$ cat config.mk
export PLATFORM = sky130hd
export DESIGN_NAME = lfsr_serial_collector
export DESIGN_NICKNAME = d
export VERILOG_FILES = /design/src/rtl/lfsr_serial_collector.sv
export SDC_FILE = /design/constraint.sdc
export NUM_CORES = 1
export LEC_CHECK = 0
export CAP_MARGIN = 20
export CELL_PAD_IN_SITES_DETAIL_PLACEMENT = 1
export CELL_PAD_IN_SITES_GLOBAL_PLACEMENT = 2
export CORE_AREA = 2 2 71 73
export CTS_BUF_LIST = sky130_fd_sc_hd__clkbuf_2 sky130_fd_sc_hd__clkbuf_4 sky130_fd_sc_hd__clkbuf_8
export CTS_CLUSTER_DIAMETER = 60
export DETAILED_ROUTE_END_ITERATION = 6
export DIE_AREA = 0 0 73 75
export PLACE_DENSITY_LB_ADDON = 0.08
export SLEW_MARGIN = 0
export SYNTH_ARGS = -nofsm -noshare
export SYNTH_HDL_FRONTEND = slang
export SYNTH_SLANG_ARGS = --single-unit
$ cat constraint.sdc
create_clock -name CLK -period 1.75 [get_ports CLK]
set_input_delay 0.35 -clock CLK [delete_from_list [all_inputs] [get_ports CLK]]
set_output_delay 0.35 -clock CLK [all_outputs]
set_load 0.05 [all_outputs]
$ cat src/rtl/lfsr_serial_collector.sv
// Reassembles the LFSR generator's LSB-first serial stream into parallel words and
// buffers them, each with an even-parity bit, in a 2-entry valid/ready output queue.
module lfsr_serial_collector #(
  parameter int Word_bits = 4
) (
  input  logic                 CLK,
  input  logic                 RST,
  input  logic                 Ser_In,
  input  logic                 Ser_Valid,
  input  logic                 Clear,
  output logic [Word_bits-1:0] Par_Out,
  output logic                 Par_Parity,
  output logic                 Par_Valid,
  input  logic                 Par_Ready,
  output logic                 Overrun,
  output logic [7:0]           Word_Count
);

  // Queue occupancy
  // state   | meaning
  // Q_EMPTY | no word buffered; Par_Out keeps the last popped word
  // Q_ONE   | head word valid on Par_Out
  // Q_TWO   | head on Par_Out, second word waiting in the tail slot
  typedef enum logic [1:0] {
    Q_EMPTY = 2'd0,
    Q_ONE   = 2'd1,
    Q_TWO   = 2'd2
  } q_state_t;

  localparam int CW = $clog2(Word_bits);
  localparam logic [CW-1:0] LAST_BIT = CW'(Word_bits - 1);

  logic [Word_bits-2:0] shreg;
  logic [CW-1:0]        bit_cnt;
  logic [Word_bits-1:0] tail_word;
  logic                 tail_par;
  q_state_t             q_state;

  logic [Word_bits-1:0] new_word;
  logic                 new_par;
  logic                 word_done;
  logic                 pop;

  always_comb begin
    new_word  = {Ser_In, shreg};
    new_par   = ^new_word;
    word_done = Ser_Valid && (bit_cnt == LAST_BIT);
    pop       = Par_Valid && Par_Ready;
  end

  // Bit assembly: incoming bits enter at the MSB so the first bit lands in bit 0.
  always_ff @(posedge CLK or posedge RST) begin
    if (RST) begin
      shreg   <= '0;
      bit_cnt <= '0;
    end else if (Clear) begin
      shreg   <= '0;
      bit_cnt <= '0;
    end else if (Ser_Valid) begin
      if (word_done) begin
        shreg   <= '0;
        bit_cnt <= '0;
      end else begin
        shreg   <= new_word[Word_bits-1:1];
        bit_cnt <= bit_cnt + CW'(1);
      end
    end
  end

  // Output queue; the head entry lives directly in the output registers.
  always_ff @(posedge CLK or posedge RST) begin
    if (RST) begin
      q_state    <= Q_EMPTY;
      Par_Out    <= '0;
      Par_Parity <= 1'b0;
      Par_Valid  <= 1'b0;
      tail_word  <= '0;
      tail_par   <= 1'b0;
      Overrun    <= 1'b0;
      Word_Count <= '0;
    end else if (Clear) begin
      q_state    <= Q_EMPTY;
      Par_Out    <= '0;
      Par_Parity <= 1'b0;
      Par_Valid  <= 1'b0;
      tail_word  <= '0;
      tail_par   <= 1'b0;
      Overrun    <= 1'b0;
      Word_Count <= '0;
    end else begin
      case (q_state)
        Q_EMPTY: begin
          if (word_done) begin
            Par_Out    <= new_word;
            Par_Parity <= new_par;
            Par_Valid  <= 1'b1;
            Word_Count <= Word_Count + 8'd1;
            q_state    <= Q_ONE;
          end
        end
        Q_ONE: begin
          case ({word_done, pop})
            2'b10: begin
              tail_word  <= new_word;
              tail_par   <= new_par;
              Word_Count <= Word_Count + 8'd1;
              q_state    <= Q_TWO;
            end
            2'b01: begin
              Par_Valid <= 1'b0;
              q_state   <= Q_EMPTY;
            end
            2'b11: begin
              Par_Out    <= new_word;
              Par_Parity <= new_par;
              Word_Count <= Word_Count + 8'd1;
            end
            default: ;
          endcase
        end
        Q_TWO: begin
          if (pop) begin
            Par_Out    <= tail_word;
            Par_Parity <= tail_par;
            if (word_done) begin
              // a pop frees the slot in the same cycle, so this is never an overrun
              tail_word  <= new_word;
              tail_par   <= new_par;
              Word_Count <= Word_Count + 8'd1;
            end else begin
              q_state <= Q_ONE;
            end
          end else if (word_done) begin
            Overrun <= 1'b1;
          end
        end
        default: begin
          q_state   <= Q_EMPTY;
          Par_Valid <= 1'b0;
        end
      endcase
    end
  end

endmodule

==> images/power_grid.png <==
Pins as bars on the die edge.
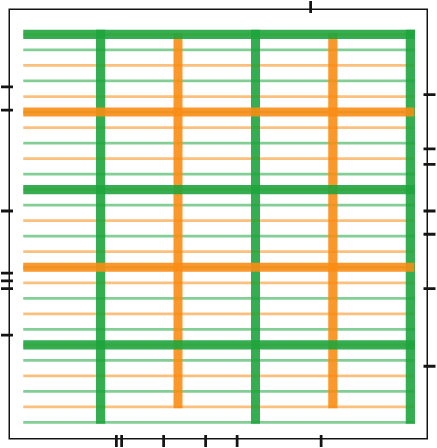
- VSS: green
- VDD: orange
- signal pins: 21
- met1 rails: 26
vertical die size: 75 um
core area: 4660 um2

==> images/clocks.png <==
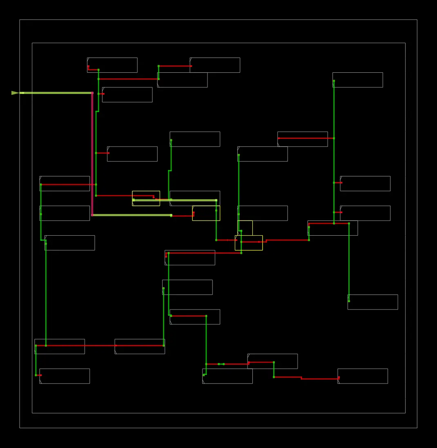
Insertion Delay late pin: 270 ps
# clk buffers: 4
clock tree sinks: 27
clk_skew: 5.89 ps

==> images/placement_by_type.png <==
Scale bar: 20 um. Fill, decap, tap and diode cells in grey.
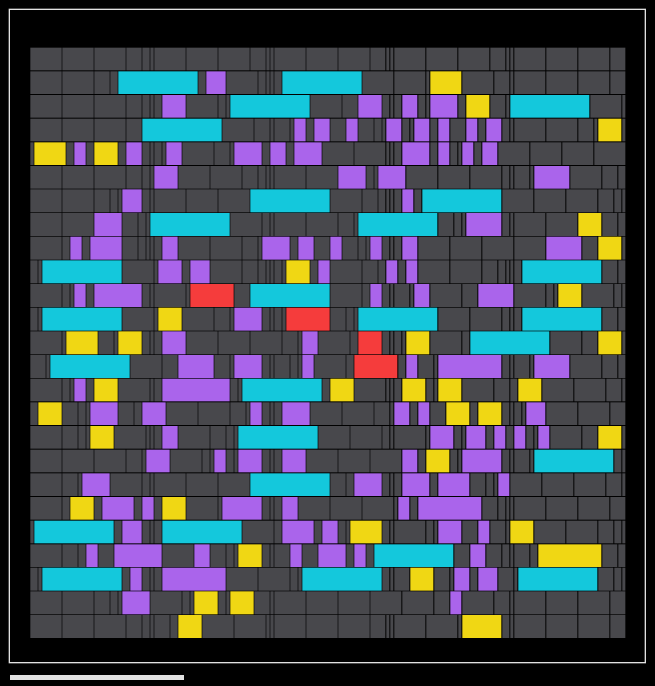
- other buffers and delay cells: yellow (cells 36; share of their area 17%)
- combinational and other logic: purple (cells 109; share of their area 43%)
- flops: cyan (cells 27; share of their area 38%)
- clock drivers and dummy loads: red (cells 4; share of their area 2.7%)
Seq/total area: 36.6%
design area: 1850 um2
post-layout utilization of the core: 39.6%

==> flow_summary.ini <==
; yosys + openroad results
[floorplanning]
io_pins = 21
num_rows = 25
fp_util_pct = 31.5
fp.dieW_um = 73

[synthesis]
yosys.stat.seqShare_pct = 46.0
yosysCellCount = 143
synth_cells = 143
top_area_share_pct = 46.0
synth_nets = 151
netlist_area_um2 = 1470
ys_area_um2 = 1470
syn_area_per_cell_um2 = 10.3

[placed_design]
gp_congestion = 0.797

[pwr]
leakage_uw = 0.000852
p_per_area_nw_per_um2 = 650

[sta]
setup_tns_ps = 0
setup_viol = 0
slew-limit-headroom_pct = 75.1
fin_crit_sh_pct = 92.8
slew_violations = 0
finalWorstPathRequiredPeriod_ps = 1620

[clock_tree]
clk_pin_slew_worst_paths_ps = 100
cts_max_path_buffers = 2
cts_tree = yes
cts.htree.levels = 1
root_buffer = clkbuf_8
hold_buffers = 0

[drt]
drtIter0Drc = 51
wirelength_um = 3600
vias_per_cell = 5.06
drtPass1Iterations = 3
drc = 0
wl_per_cell_um = 15.6

[cells_and_area]
final_nets = 185
mostFrequentLayoutCell = buf_4
antennaDiodeCount = 0

[worst_setup_path]
rr_startpoint = bit_cnt[0]$_DFFE_PP0P_
crit_path_end_kind = flip-flop
cp.required_ps = 1910
crit_type = in -> reg

[global_route]
grt_usage_pct = 14.5
grt_max_degree = 28
grt_pass1_wl_um = 6110
grt_overflow = 0
first_global_vias = 1237
grt_antenna_before_repair = 0

[run]
cap_viol_max_count = 0

[run_status]
outcome = complete, no violations

[hold_path]
hold_path.class = in -> async
==> images/logic_types.png <==
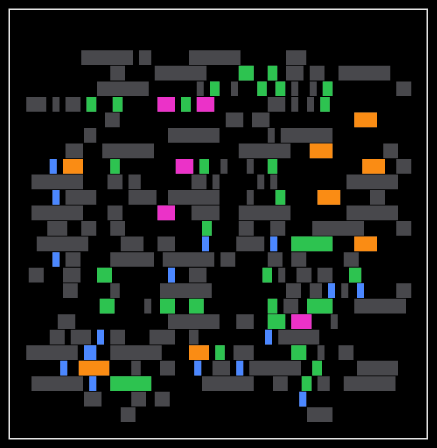
- AND-OR and OR-AND gates: magenta (cells 5)
- multiplexers: orange (cells 8)
- inverting AOI/OAI gates: green (cells 30)
- NOR gates: blue (cells 16)

==> images/flops_by_reg.png <==
Other sequential cells in the stronger grey, the rest of the logic in the fainter grey.
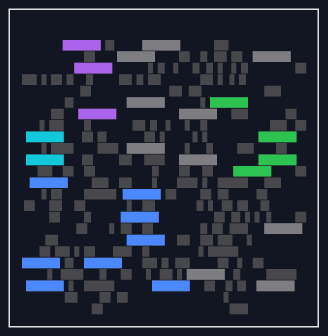
- Par_Out: green (sequential cells 4; where right middle)
- shreg: purple (sequential cells 3)
- Word_Count: blue (sequential cells 8)
- bit_cnt: cyan (sequential cells 2)
- not coloured: 10
register area: 676 um2
Power Sequential: 652 uW

[cell type report]
type / count / area, um2
multi-input combinational: 105 / 742
sequential: 27 / 676
inverter: 4 / 15.0
fill: 546 / 2810
timing repair buffer: 36 / 298
tap: 54 / 67.6
clock buffer: 4 / 48.8
[cell families after synthesis]
kind of cell | after synthesis | share of synthesized area [%]
flip-flops | 27 | 46.0
buffers and inverters | 11 | 3.74
AND/OR/NAND/NOR | 49 | 18.6
multiplexers | 8 | 6.21
AND-OR/OR-AND | 35 | 17.2
XOR/XNOR | 11 | 6.55
adder cells (fa/ha/maj) | 2 | 1.70
[routing by layer]
| layer | vias to the layer above | global-route usage (%) | routed length, um |
|---|---|---|---|
| met2 | 16 | 24.7 | 1750 |
| li1 | 558 | - | - |
| met3 | 2 | 2.54 | 94 |
| met1 | 588 | 19.3 | 1730 |
| met4 | 0 | 3.09 | 22 |
| met5 | - | 0 | 0 |
[critical path: stages]
cell,delay (ps)
clkdlybuf4s50_1,600
nand4_4,160
a211oi_4,270
nand3_2,110
mux2_4,300
[worst paths after layout]
path / end / slack (ps) / cells after the start
min in group CLK: Overrun$_DFFE_PP0P_ / 500 / 2
worst min register to register: Overrun$_DFFE_PP0P_ / 500 / 2
max in group asynchronous: tail_word[1]$_DFFE_PP0P_ / 1040 / 3
worst max-delay path: Word_Count[7]$_DFFE_PP0P_ / 130 / 5
worst max register to register: Par_Parity$_DFFE_PP0P_ / 160 / 5
worst min-delay path: Par_Parity$_DFFE_PP0P_ / 440 / 3
[where the power goes]
group          total, uW  internal, uW  switching, uW
Clock                378           179            199
Sequential           652           639           12.8
Combinational        172          69.5            102
Total               1200           887            314
[cell usage after synthesis]
cell type / n
nand2_4: 1
o21ai_0: 2
and2_4: 1
a2bb2oi_1: 1
buf_4: 1
nand2_1: 15
buf_6: 1
a31o_2: 4
nand4_4: 1
mux2_4: 1
nand3b_1: 3
nor2_1: 15
nand2b_1: 5
a21oi_1: 17
mux2_2: 5
nor2b_1: 1
a21bo_2: 1
a211oi_4: 2
and2_2: 1
mux2i_1: 2
ha_1: 2
nand3_2: 1
dfrtp_1: 27
nand3b_4: 1
a31oi_1: 1
clkinv_1: 1
o22ai_2: 1
nand3_1: 3
buf_2: 1
clkbuf_1: 3
o21bai_1: 1
inv_1: 3
and2b_1: 1
xnor2_1: 11
clkbuf_2: 1
a211oi_1: 5
[registers in the layout, indices dropped and copies added, names as in the netlist]
| register | cells |
|---|---|
| Word_Count | 8 |
| bit_cnt | 2 |
| q_state | 2 |
| Overrun | 1 |
| Par_Out | 4 |
| tail_par | 1 |
| tail_word | 4 |
| Par_Parity | 1 |
| shreg | 3 |
| Par_Valid | 1 |
[per-stage QoR]
stage | setup WS, ps | area (um2) | cells
finish | 125 | 1850 | 230
global route | 63.8 | 1850 | 230
CTS | 36.4 | 1840 | 230
detailed placement | -234 | 1790 | 226
global placement | -183 | 1790 | 226
floorplan | 31.8 | 1470 | 143
Power is estimated from default activity; no workload was simulated.
